### config.mk
export PLATFORM = sky130hd
export DESIGN_NAME = chain_config_engine
export DESIGN_NICKNAME = d
export VERILOG_FILES = /design/src/rtl/chain_config_engine.sv
export SDC_FILE = /design/constraint.sdc
export NUM_CORES = 1
export LEC_CHECK = 0
export CAP_MARGIN = 25
export CORE_MARGIN = 4
export CORE_UTILIZATION = 60
export CTS_CLUSTER_SIZE = 14
export DETAILED_ROUTE_END_ITERATION = 6
export DONT_BUFFER_PORTS = 1
export PLACE_DENSITY = 0.73
export SLEW_MARGIN = 10
export SYNTH_ARGS = -nofsm -noshare
export SYNTH_HDL_FRONTEND = slang
export SYNTH_SLANG_ARGS = --single-unit
### constraint.sdc
create_clock -name clk -period 3.3 [get_ports clk]
set_input_delay 0.66 -clock clk [delete_from_list [all_inputs] [get_ports clk]]
set_output_delay 0.66 -clock clk [all_outputs]
set_load 0.02 [all_outputs]
### src/rtl/chain_config_engine.sv
// Serial configuration engine for the TDC and ASD scan chains.
// Each chain is shifted twice with identical data. The second pass returns the
// first pass's contents on tdo, and the engine compares that readback against
// data_bit to set the chain's success flag.
//
// state     | meaning
// ----------|-----------------------------------------------------------
// IDLE      | waiting for a start edge or a pending ASD run
// LOAD      | one cycle: clear bit/pass/mismatch, raise chain_en
// SHIFT_LO  | tck low for TCK_HALF cycles, tdi launched on first cycle
// SHIFT_HI  | tck high for TCK_HALF cycles, tdo checked on first cycle
// DONE      | one cycle: completion pulse for the run, busy still high
module chain_config_engine #(
    parameter int unsigned TCK_HALF     = 4,
    parameter int unsigned LEN_SETUP0   = 115,
    parameter int unsigned LEN_SETUP1   = 19,
    parameter int unsigned LEN_SETUP2   = 145,
    parameter int unsigned LEN_CONTROL0 = 8,
    parameter int unsigned LEN_CONTROL1 = 47,
    parameter int unsigned LEN_ASD      = 53
) (
    input  logic       clk,
    input  logic       rst,
    input  logic       TDC_loop_start,
    input  logic       ASD_loop_start,
    input  logic       loop_TRST,
    input  logic       data_bit,
    input  logic       tdo,
    output logic [2:0] chain_idx,
    output logic [7:0] bit_idx,
    output logic [5:0] chain_en,
    output logic       tck,
    output logic       tdi,
    output logic       tdc_config_done,
    output logic       asd_config_done,
    output logic [5:0] chain_success,
    output logic       busy
);

    typedef enum logic [2:0] {
        S_IDLE,
        S_LOAD,
        S_SHIFT_LO,
        S_SHIFT_HI,
        S_DONE
    } state_t;

    localparam logic [7:0] HALF_LAST = 8'(TCK_HALF - 1);

    state_t     state;
    logic [7:0] half_cnt;
    logic       pass_q;
    logic       mismatch;
    logic       run_asd;
    logic       asd_pending;
    logic       tdc_start_q;
    logic       asd_start_q;

    logic       tdc_edge;
    logic       asd_edge;
    logic       first_cyc;
    logic       mismatch_now;
    logic [7:0] len_m1;

    assign tdc_edge     = TDC_loop_start & ~tdc_start_q;
    assign asd_edge     = ASD_loop_start & ~asd_start_q;
    assign first_cyc    = (half_cnt == HALF_LAST);
    // With TCK_HALF=1 the readback check and the chain completion share a cycle.
    assign mismatch_now = pass_q & first_cyc & (tdo != data_bit);

    // Last bit index of the chain currently selected.
    always_comb begin
        len_m1 = 8'(LEN_ASD - 1);
        case (chain_idx)
            3'd0:    len_m1 = 8'(LEN_SETUP0 - 1);
            3'd1:    len_m1 = 8'(LEN_SETUP1 - 1);
            3'd2:    len_m1 = 8'(LEN_SETUP2 - 1);
            3'd3:    len_m1 = 8'(LEN_CONTROL0 - 1);
            3'd4:    len_m1 = 8'(LEN_CONTROL1 - 1);
            default: len_m1 = 8'(LEN_ASD - 1);
        endcase
    end

    // Run sequencing, tck/tdi generation and readback checking.
    always_ff @(posedge clk) begin
        if (rst) begin
            state           <= S_IDLE;
            half_cnt        <= '0;
            pass_q          <= 1'b0;
            mismatch        <= 1'b0;
            run_asd         <= 1'b0;
            asd_pending     <= 1'b0;
            tdc_start_q     <= 1'b0;
            asd_start_q     <= 1'b0;
            chain_idx       <= '0;
            bit_idx         <= '0;
            chain_en        <= '0;
            tck             <= 1'b0;
            tdi             <= 1'b0;
            tdc_config_done <= 1'b0;
            asd_config_done <= 1'b0;
            chain_success   <= '0;
            busy            <= 1'b0;
        end else begin
            tdc_start_q     <= TDC_loop_start;
            asd_start_q     <= ASD_loop_start;
            tdc_config_done <= 1'b0;
            asd_config_done <= 1'b0;
            if (!loop_TRST) begin
                state       <= S_IDLE;
                tck         <= 1'b0;
                tdi         <= 1'b0;
                chain_en    <= '0;
                asd_pending <= 1'b0;
                busy        <= 1'b0;
            end else begin
                case (state)
                    S_IDLE: begin
                        if (asd_pending) begin
                            asd_pending <= 1'b0;
                            run_asd     <= 1'b1;
                            chain_idx   <= 3'd5;
                            busy        <= 1'b1;
                            state       <= S_LOAD;
                        end else if (tdc_edge) begin
                            asd_pending <= asd_edge;
                            run_asd     <= 1'b0;
                            chain_idx   <= 3'd0;
                            busy        <= 1'b1;
                            state       <= S_LOAD;
                        end else if (asd_edge) begin
                            run_asd     <= 1'b1;
                            chain_idx   <= 3'd5;
                            busy        <= 1'b1;
                            state       <= S_LOAD;
                        end
                    end
                    S_LOAD: begin
                        bit_idx  <= '0;
                        pass_q   <= 1'b0;
                        mismatch <= 1'b0;
                        chain_en <= 6'(6'b100000 >> chain_idx);
                        half_cnt <= HALF_LAST;
                        tck      <= 1'b0;
                        state    <= S_SHIFT_LO;
                    end
                    S_SHIFT_LO: begin
                        if (first_cyc) tdi <= data_bit;
                        if (half_cnt == 8'd0) begin
                            half_cnt <= HALF_LAST;
                            tck      <= 1'b1;
                            state    <= S_SHIFT_HI;
                        end else begin
                            half_cnt <= half_cnt - 8'd1;
                        end
                    end
                    S_SHIFT_HI: begin
                        if (mismatch_now) mismatch <= 1'b1;
                        if (half_cnt == 8'd0) begin
                            half_cnt <= HALF_LAST;
                            tck      <= 1'b0;
                            if (bit_idx != len_m1) begin
                                bit_idx <= bit_idx + 8'd1;
                                state   <= S_SHIFT_LO;
                            end else if (!pass_q) begin
                                pass_q  <= 1'b1;
                                bit_idx <= '0;
                                state   <= S_SHIFT_LO;
                            end else begin
                                chain_en <= '0;
                                if (mismatch | mismatch_now)
                                    chain_success <= chain_success & ~chain_en;
                                else
                                    chain_success <= chain_success | chain_en;
                                if (!run_asd && chain_idx < 3'd4) begin
                                    chain_idx <= chain_idx + 3'd1;
                                    state     <= S_LOAD;
                                end else begin
                                    tdc_config_done <= ~run_asd;
                                    asd_config_done <= run_asd;
                                    state           <= S_DONE;
                                end
                            end
                        end else begin
                            half_cnt <= half_cnt - 8'd1;
                        end
                    end
                    S_DONE: begin
                        busy  <= 1'b0;
                        state <= S_IDLE;
                    end
                    default: state <= S_IDLE;
                endcase
            end
        end
    end

endmodule
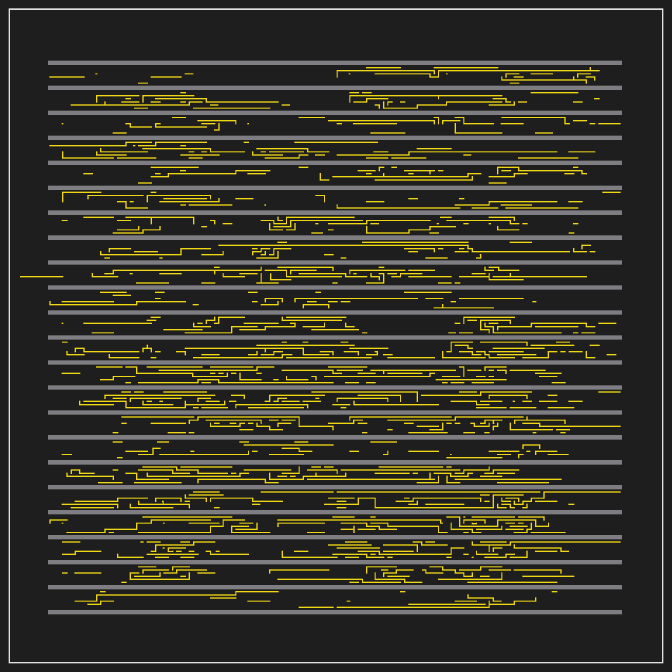
(run_1/m1.png)
Supply wires on this layer in grey.
nets with wire on the layer: 294
main direction: horizontal
share of all routed wire: 44%
longest straight run: 27.1 µm
wire length on this layer: 2500 µm
M1 GR Usage: 30.16%
WL final: 5699 µm
Via Count: 2139

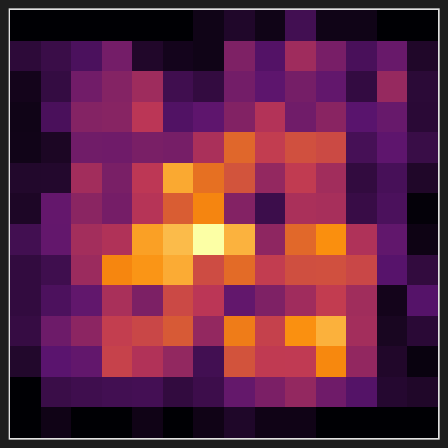
(run_1/route_heat.png)
The die is cut into 14 by 14 equal tiles; black is low, pale yellow is high, scaled to the fullest tile. Values are wire area over tile area, all layers added.
tiles over half the peak: 20%
nearly empty tiles: 9.2%
mean over tiles: 0.18
emptiest ninth of the die: top left

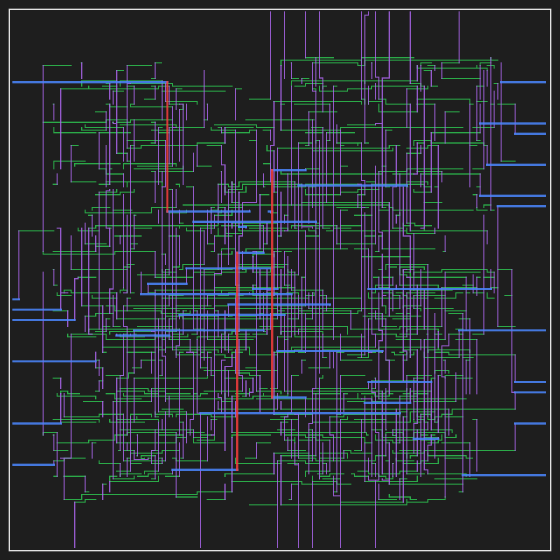
(run_1/layers.png)
[M3] blue | wire length: 359 µm
[M2] purple | wire length: 2770 µm
[M1] green | wire length: 2500 µm
[M4] red | wire length: 75.5 µm

==> run 1: worst paths after layout <==
check,startpoint,cells past startpoint,slack (ps),endpoint
worst max-delay path,chain_idx[1]$_SDFFE_PP0P_,9,330,bit_idx[6]$_SDFFE_PP0P_
worst min-delay path,rst,1,420,bit_idx[3]$_SDFFE_PP0P_
worst max register to register,chain_idx[1]$_SDFFE_PP0P_,9,330,bit_idx[6]$_SDFFE_PP0P_
worst min register to register,mismatch$_SDFFE_PP0P_,2,490,mismatch$_SDFFE_PP0P_
==> run 1: area by class of cell <==
class / count / area, µm² / area share [%]
Tap cell: 48 / 60.06 / 2.370
Clock inverter: 1 / 7.507 / 0.2963
Sequential cell: 45 / 900.9 / 35.56
Inverter: 12 / 45.04 / 1.778
Timing Repair Buffer: 5 / 37.54 / 1.481
Multi-Input combinational cell: 224 / 1406 / 55.51
Clock buffer: 7 / 76.32 / 3.012
==> run 1: Yosys cell counts (7+ instances only) <==
cell type	count
nand2_1	21
nor2_1	34
nand4_1	7
nand3_1	13
a21oi_1	19
ha_1	10
inv_1	12
nor3_1	12
o21ai_0	16
dfxtp_1	45
nor2b_1	12
==> run 1: per-layer routing <==
metal / part of all wire, % / track usage (%)
met1: 44 / 30.16
met2: 49 / 40.78
met3: 6.3 / 4.261
met4: 1.3 / 6.681
met5: 0 / 0
==> run 1: kinds of logic (layout without fill, tap and decap cells) <==
family	count (synthesis)	after routing	synth area share, %
fa+ha+maj	10	10	5.247
simple gates	138	138	31.74
flops	45	45	37.78
xor+xnor	8	8	2.938
mux	3	3	1.259
buf+inv	20	25	3.253
compound gates	65	65	17.79
==> notes.md, run 1 <==
yosys + openroad results -> Period minus WS final a little under 3000 ps, Comb power frac 15.4%, most numerous logic cells after layout dfxtp_1, nor2_1, nand2_1, Clock power frac a little under a third, TNS Setup 0 ps, Ant. Diodes 0, # placed instances about 330, clock root cell clkbuf_8, hold buffer count at cts 0, worst path bufs/invs 1, post-DP HPWL 4187 µm, Req. time, crit path about 3500 ps, clk_skew between 4 and 5 ps, crit path cell chain inv_1, ha_1, nor4_1, or4_1, a211o_1, o31ai_2, nor2_1, a22oi_1, o21ai_0, non-filler cells, final about 340, Min Hold Slack approximately 420 ps, sequential power share between 50 and 60%, GPL Wtd Cong 0.8899, Crit Path Class reg -> reg, Syn Inst Count 289, internal power between 0.7 and 0.8 mW, Comb power between 0.15 and 0.2 mW, yosys stat area 2385 µm², area grow syn2layout 6.243%, Seq/Total Area, Yosys 37.78%, maximum vdd ir drop 366.7 µV, row count 22, post-CTS setup buffer count 0, DRC violations left 0, synthesized area 2385 µm², post-route ant nets 0, Pwr Total around 1.1 mW, die width roughly 71 µm, outcome finished, final reports clean, OpenROAD warnings 32, syn_nets 306, clk buf depth 2, Arrival @ worst endpoint 3160 ps, part of the cycle the worst path needs 90.04%, first-pass GRT wire length around 10000 µm, yosys warning tally 0, Sink Count 45, worst-path fanout max 11, Port Buffers 0, grt ovf 0, die height just over 70 µm, total die area 5047 µm², Worst setup SP type flip-flop, final worst slack 328.6 ps, Synth Area per Inst 8.252 µm², fmax between 0.3 and 0.4 GHz, pre-CTS WS just under 400 ps, Yosys Instances 289, pin count of the biggest net entering global routing 23, initial DRC count between 150 and 200, Post-synth ARST share 0%, Sw Ratio between 20 and 30%, Rel. slew slack between 50% and 60%, CTS tree yes, I/O pin total 35, Setup-failing EPs final 0, Least-Margin Pin Slew 649.0 ps, area leader, netlist dfxtp_1, routed vias/inst ~6.3, Pre-Place Util 63.70%, distinct lib cells about 50, CTS H-Tree Depth 2, max-cap violation count 0, ys flops 45, power per cell area about 430 nW/µm², Hold Vio Cnt, Final 0, TritonRoute pass-1 iters 4, delay-heaviest family, CP AND-OR/OR-AND gates, Synth area leaders dfxtp_1, nor2_1, ha_1, a21oi_1, o21ai_0, area share, top type about 38%, Power Clock between 0.3 and 0.4 mW, most numerous logic cell after layout dfxtp_1, CTS buffer count 5, tally of filler cells in the layout approximately 340, Late-Pin Clk Latency roughly 290 ps
==> run 1 -> run 2 <==
CORE_UTILIZATION = 50   (was 60)
PLACE_DENSITY = 0.62   (was 0.73)
==> run 2 against run 1 <==
  * Fmax shrank 0.94%
  * Critical path type unchanged
  * First-iteration DRC count shrank 29%
  * Clock skew up 1.2 ps
  * Wire length rose by 1.4%
  * Clock power rose by 23%
  * Largest power group unchanged
  * Power increased by 8.0%
  * Largest cell class unchanged
  * Cell area is 1.3% higher
  * Register-to-register slack lost 30 ps
==> notes.md, run 2 <==
yosys + openroad results -> most numerous logic cell after layout dfxtp_1 (unchanged), max-slew violation count 0 (unchanged), Setup-failing EPs final 0 (unchanged), Hold Path Class in -> reg (unchanged), post-place instance area 2455 µm² (was 2450 µm²), FA/HA/MAJ Cells, Area Fraction 5.247% (unchanged), synthesized area 2385 µm² (unchanged), Port Buffers 0 (unchanged), Hold Vio Cnt, Final 0 (unchanged), part of the cycle the worst path needs 90.89% (was 90.04%), Syn Inst Count 289 (unchanged), CTS buffer count 5 (unchanged), tally of filler cells in the layout 417 (was 343), Seq/Total Area, Yosys 37.78% (unchanged), power per cell area 454.4 nW/µm² (was 426.2 nW/µm²), fmax 0.3334 GHz (was 0.3365 GHz), delay-heaviest family, CP AND-OR/OR-AND gates (unchanged), Synth area leaders dfxtp_1, nor2_1, ha_1, a21oi_1, o21ai_0 (unchanged), die width 77.06 µm (was 71.05 µm), worst path bufs/invs 1 (unchanged), top comb family, area simple AND/OR/NAND/NOR gates (unchanged), clk_skew 6.146 ps (was 4.937 ps), Period minus WS final 2999 ps (was 2971 ps), Sink Count 45 (unchanged), main flop type dfxtp_1 (unchanged), GPL Wtd Cong 0.9133 (was 0.8899), Slowest-stage cell, CP o31ai_2 (unchanged), count of library flops with an enable pin 0 (unchanged), CTS resizes 0 (unchanged), WL final 5777 µm (was 5699 µm), I/O pin total 35 (unchanged), Late-Pin Clk Latency 300 ps (was 290 ps), Pre-Place Util 53.30% (was 63.70%), first-pass GRT wire length 9839 µm (was 9804 µm), CTS clk-pin slew, worst paths 90 ps (was 80 ps), initial DRC count 136 (was 192), Rel. slew slack 54.52% (was 56.48%), WHS Path Cells 1 (unchanged), Arrival @ worst endpoint 3190 ps (was 3160 ps), area grow syn2layout 7.608% (was 6.243%), Post-synth ARST share 0% (unchanged), routed vias/inst 6.046 (was 6.254), area share, top type 37.78% (unchanged), area leader, netlist dfxtp_1 (unchanged), distinct lib cells 50 (unchanged), initial antenna violation count 0 (unchanged), worst r2r path cells 9 (unchanged), Crit Path Class reg -> reg (unchanged), routed len/inst 16.70 µm (was 16.66 µm), OpenROAD warnings 32 (unchanged), Levels on crit path 9 (unchanged), TNS Setup 0 ps (unchanged), yosys warning tally 0 (unchanged), Yosys Instances 289 (unchanged), outcome finished, final reports clean (unchanged), row count 24 (was 22), R2R setup slack 300 ps (was 330 ps), Reg area 900.9 µm² (unchanged), syn_nets 306 (unchanged), XORs/XNORs by Area 2.938% (unchanged), ao+oa area frac 17.79% (unchanged), grt ovf 0 (unchanged), CTS H-Tree Depth 2 (unchanged), Final Instance Area 2566 µm² (was 2534 µm²), vias in the first global route 2016 (was 2134), clock root cell clkbuf_8 (unchanged), post-route ant nets 0 (unchanged), unrepaired setup endpoints after global routing false (unchanged), total die area 5938 µm² (was 5047 µm²), max-cap violation count 0 (unchanged), post-DP HPWL 4306 µm (was 4187 µm), synth cell count leaders dfxtp_1, nor2_1, nand2_1, a21oi_1, o21ai_0 (unchanged), # placed instances 338 (was 334), post-CTS setup buffer count 0 (unchanged), Critical Path End Type flip-flop (unchanged), hold buffer count at cts 0 (unchanged), crit path cell chain inv_1, ha_1, nor4_1, or4_1, a211o_1, o31ai_2, nor2_1, a22oi_1, o21ai_0 (unchanged), Synth mux share 1.259% (unchanged), Leak 0.9377 nW (was 0.9215 nW), fin nets 310 (unchanged), CTS tree yes (unchanged), Least-Margin Pin Slew 678.1 ps (was 649.0 ps), clk buf depth 2 (unchanged), Ant. Diodes 0 (unchanged), simple share 31.74% (unchanged), worst-path fanout max 11 (unchanged), yosys stat area 2385 µm² (unchanged), die height 77.06 µm (was 71.05 µm), TritonRoute pass-1 iters 4 (unchanged), pin count of the biggest net entering global routing 23 (unchanged), logic area 1406 µm² (unchanged), Worst setup SP type flip-flop (unchanged), DRC violations left 0 (unchanged), maximum vdd ir drop 338.1 µV (was 366.7 µV), most numerous logic cells after layout dfxtp_1, nor2_1, nand2_1 (unchanged), Synth Area per Inst 8.252 µm² (unchanged), slowest cell delay on critical path 580 ps (was 560 ps), share of cells above drive strength 1 7.143% (was 6.803%), Synth top cell by count dfxtp_1 (unchanged), ys flops 45 (unchanged), Req. time, crit path 3490 ps (about the same), Tot GR Track Use 20.57% (was 23.64%)
-- run 2: final timing paths --
kind | to | start
hold / removal | bit_idx[3]$_SDFFE_PP0P_ | rst
setup reg to reg | bit_idx[6]$_SDFFE_PP0P_ | chain_idx[1]$_SDFFE_PP0P_
hold reg to reg | mismatch$_SDFFE_PP0P_ | mismatch$_SDFFE_PP0P_
setup / recovery | bit_idx[6]$_SDFFE_PP0P_ | chain_idx[1]$_SDFFE_PP0P_
-- run 2: routing by layer --
layer	up-vias	routed length [µm]	global-route usage, %
met5	-	0	0
met4	0	85	5.516
met3	8	300	5.269
met2	53	2670	33.45
met1	970	2721	27.06
li1	1061	-	-
-- run 2: kinds of logic after synthesis --
family,after synthesis
AND/OR/NAND/NOR,138
buffers and inverters,20
XOR/XNOR,8
multiplexers,3
adder cells (fa/ha/maj),10
flip-flops,45
AND-OR/OR-AND,65
-- run 2: cell type report --
cell class	count	share of cell area, %
multi-input combinational	224	54.80
sequential	45	35.10
clock buffer	6	2.828
tap	52	2.535
inverter	12	1.755
clock inverter	2	1.511
timing repair buffer	5	1.463
-- run 2: stage by stage --
stage	utilization, %	total power [mW]	hold slack (ps)	worst slack [ps]
6_report	57.35	1.166	419.6	300.6
5_1_grt	57.35	1.221	405.0	86.58
4_1_cts	57.35	1.177	412.2	305.7
3_5_place_dp	54.87	0.7615	463.0	329.9
3_3_place_gp	54.87	0.7613	458.3	355.0
2_1_floorplan	-	0.7167	440.9	506.5
-- run 2: where the power goes --
group          switching (mW)  internal, mW
clock network           0.188         0.227
registers              0.0199         0.557
logic                   0.105        0.0680
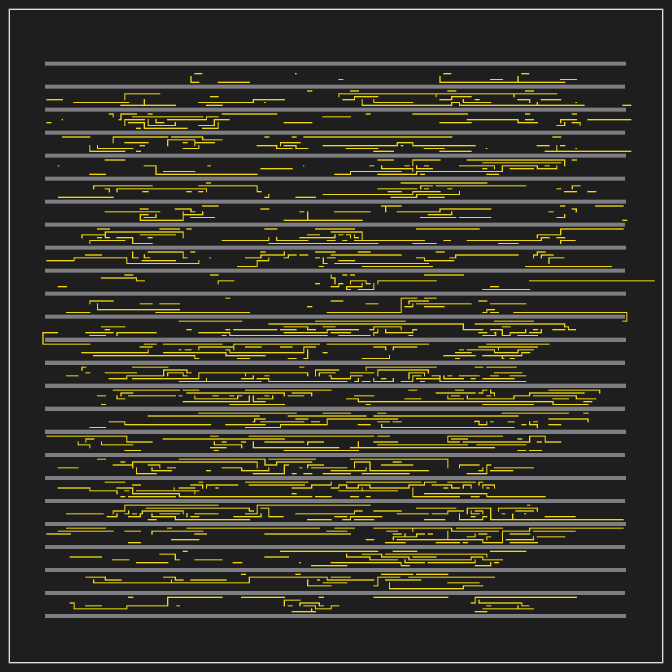
(run_2/m1.png)
Supply wires on this layer in grey.
nets with wire on the layer: 296
longest straight run: 25.8 µm
wire length on this layer: 2720 µm
M1 GR Usage: 27.06%
Via Count: 2092

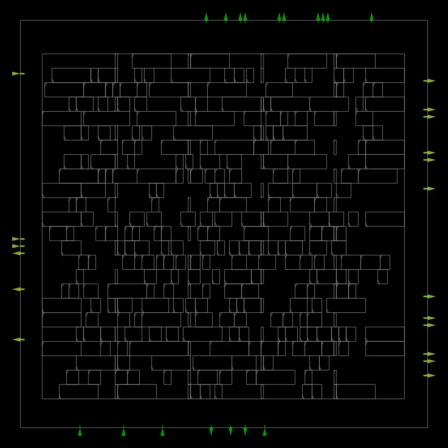
(run_2/placed.png)
Core Box Area: 4474 µm²
non-filler cells, final: 346

==> run 2 -> run 3 <==
CAP_MARGIN = 10   (was 25)
PLACE_DENSITY = unset   (was 0.62)
PLACE_DENSITY_LB_ADDON = 0.2   (was unset)
==> run 3 against run 2 <==
  * Worst hold slack got worse by 9.9 ps
  * Worst setup slack lost 76 ps
  * Fmax is 2.5% lower
  * Global-route usage down 0.60 points
==> notes.md, run 3 <==
yosys + openroad results -> Hold Path Class in -> reg (unchanged), most numerous logic cell after layout dfxtp_1 (unchanged), crit path cell chain inv_1, ha_1, nor4_1, or4_1, a211o_1, o31ai_2, nor2_1, a22oi_1, o21ai_0 (unchanged), GPL Wtd Cong 0.9319 (was 0.9133), logic area 1406 µm² (unchanged), CTS buffer count 5 (unchanged), area share, top type 37.78% (unchanged), Worst setup SP type flip-flop (unchanged), grt ovf 0 (unchanged), clk buf depth 2 (unchanged), CTS H-Tree Depth 2 (unchanged), Syn Inst Count 289 (unchanged), share of cells above drive strength 1 6.849% (was 7.143%), Synth area leaders dfxtp_1, nor2_1, ha_1, a21oi_1, o21ai_0 (unchanged), Core Box Area 4474 µm² (unchanged), main flop type dfxtp_1 (unchanged), Reg area 900.9 µm² (unchanged), Arrival @ worst endpoint 3270 ps (was 3190 ps), max-slew violation count 0 (unchanged), Hold Vio Cnt, Final 0 (unchanged), Setup-failing EPs final 0 (unchanged), routed vias/inst 6.154 (was 6.046), fin nets 308 (was 310), delay-heaviest family, CP AND-OR/OR-AND gates (unchanged), ys flops 45 (unchanged), CTS clk-pin slew, worst paths 100 ps (was 90 ps), Seq/Total Area, Yosys 37.78% (unchanged), synthesized area 2385 µm² (unchanged), # placed instances 336 (was 338), slowest cell delay on critical path 600 ps (was 580 ps), CTS resizes 0 (unchanged), clock root cell clkbuf_8 (unchanged), Pre-Place Util 53.30% (unchanged), hold buffer count at cts 0 (unchanged), Post-synth ARST share 0% (unchanged), Least-Margin Pin Slew 698.9 ps (was 678.1 ps), post-DP HPWL 4129 µm (was 4306 µm), most numerous logic cells after layout dfxtp_1, nor2_1, nand2_1 (unchanged), Period minus WS final 3076 ps (was 2999 ps), outcome finished, final reports clean (unchanged), Critical Path End Type flip-flop (unchanged), worst path bufs/invs 1 (unchanged), Final Instance Area 2534 µm² (was 2566 µm²), post-route ant nets 0 (unchanged), unrepaired setup endpoints after global routing false (unchanged), DRC violations left 0 (unchanged), Synth top cell by count dfxtp_1 (unchanged), yosys warning tally 0 (unchanged), max-cap violation count 0 (unchanged), yosys stat area 2385 µm² (unchanged), first-pass GRT wire length 9804 µm (was 9839 µm), Req. time, crit path 3500 ps (was 3490 ps), total die area 5938 µm² (unchanged), synth cell count leaders dfxtp_1, nor2_1, nand2_1, a21oi_1, o21ai_0 (unchanged), vias in the first global route 2005 (was 2016), Pwr Total 1.099 mW (was 1.166 mW), maximum vdd ir drop 217.3 µV (was 338.1 µV), CTS tree yes (unchanged), pin count of the biggest net entering global routing 23 (unchanged), Late-Pin Clk Latency 310 ps (was 300 ps), part of the cycle the worst path needs 93.21% (was 90.89%), TNS Setup 0 ps (unchanged), count of library flops with an enable pin 0 (unchanged), Sink Count 45 (unchanged), distinct lib cells 50 (unchanged), syn_nets 306 (unchanged), OpenROAD warnings 32 (unchanged), post-place instance area 2440 µm² (was 2455 µm²), Yosys Instances 289 (unchanged), final core occ 56.63% (was 57.35%), Synth Area per Inst 8.252 µm² (unchanged), area leader, netlist dfxtp_1 (unchanged), Slowest-stage cell, CP o31ai_2 (unchanged), I/O pin total 35 (unchanged), TritonRoute pass-1 iters 4 (unchanged), die width 77.06 µm (unchanged), Leak 0.9176 nW (was 0.9377 nW), Port Buffers 0 (unchanged), power per cell area 433.8 nW/µm² (was 454.4 nW/µm²), die height 77.06 µm (unchanged), clk_skew 11.56 ps (was 6.146 ps), area grow syn2layout 6.243% (was 7.608%), worst-path fanout max 11 (unchanged), Rel. slew slack 53.13% (was 54.52%), initial antenna violation count 0 (unchanged), Ant. Diodes 0 (unchanged), post-CTS setup buffer count 0 (unchanged), fmax 0.3251 GHz (was 0.3334 GHz), Crit Path Class reg -> reg (unchanged), initial DRC count 133 (was 136)
-- run 3: final cells by class --
class                      count  area share, %
timing repair buffer           3         0.8889
tap                           52          2.568
sequential                    45          35.56
clock inverter                 3         0.9877
inverter                      12          1.778
multi-input combinational    224          55.51
clock buffer                   5          2.716
-- run 3: worst paths after layout --
kind | start | to | slack, ps | cells after the start
min reg2reg | mismatch$_SDFFE_PP0P_ | mismatch$_SDFFE_PP0P_ | 480 | 2
max reg2reg | chain_idx[1]$_SDFFE_PP0P_ | bit_idx[6]$_SDFFE_PP0P_ | 220 | 9
min | rst | bit_idx[4]$_SDFFE_PP0P_ | 410 | 1
max | chain_idx[1]$_SDFFE_PP0P_ | bit_idx[6]$_SDFFE_PP0P_ | 220 | 9
-- run 3: metal layers --
layer	share of wire, %	vias up	routed length [µm]	track usage [%]
met5	0	-	0	0
met4	2.1	0	119	7.295
met3	5.5	11	309	4.567
met2	44	60	2510	30.75
met1	48	983	2702	27.29
li1	-	1063	-	-
-- run 3: cell families after synthesis --
kind of cell | Yosys count | share of synthesized area [%]
xor gates and xnor gates | 8 | 2.938
and+or+nand+nor | 138 | 31.74
DFF | 45 | 37.78
buffers and inverters | 20 | 3.253
AOI/OAI and AO/OA | 65 | 17.79
muxes | 3 | 1.259
adders and majority gates | 10 | 5.247
-- run 3: through the flow --
step,setup WS (ps),hold WS (ps)
final,224.2,409.7
after global routing,36.76,396.6
after CTS,266.3,398.1
after detailed placement,298.0,466.1
after global placement,398.9,458.9
after floorplan,506.5,440.9
-- run 3: where the power goes --
group          internal (mW)  leakage (nW)  switching, mW
logic                 0.0628         0.508          0.103
registers              0.557         0.365         0.0186
clock network          0.153        0.0447          0.204
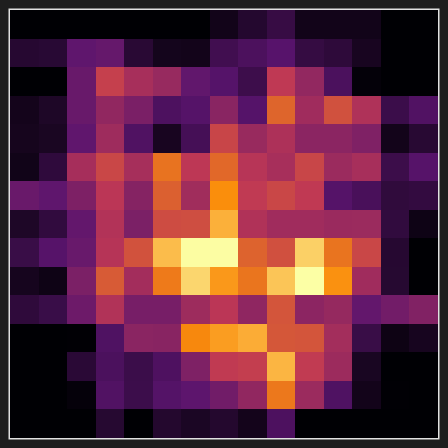
(run_3/route_heat.png)
The die is cut into 15 by 15 equal tiles; black is low, pale yellow is high, scaled to the fullest tile. Values are wire area over tile area, all layers added.
tiles over half the peak: 20%
emptiest ninth of the die: bottom left
fullest tile: 0.52
densest ninth of the die: middle
nearly empty tiles: 17%
mean over tiles: 0.15
Tot GR Track Use: 19.97%
Via Count: 2117
routed len/inst: 16.40 µm
WL final: 5642 µm

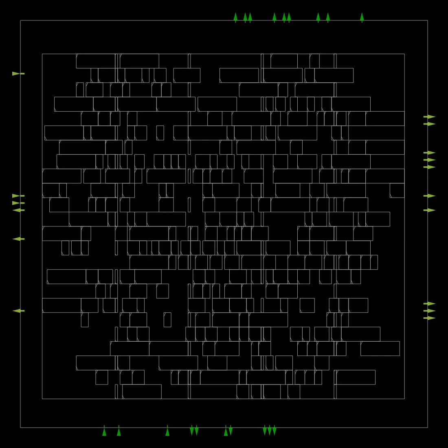
(run_3/placed.png)
tally of filler cells in the layout: 416
row count: 24
non-filler cells, final: 344
registers: 45

No activity file was given, so power comes from the tool's default toggle rates.
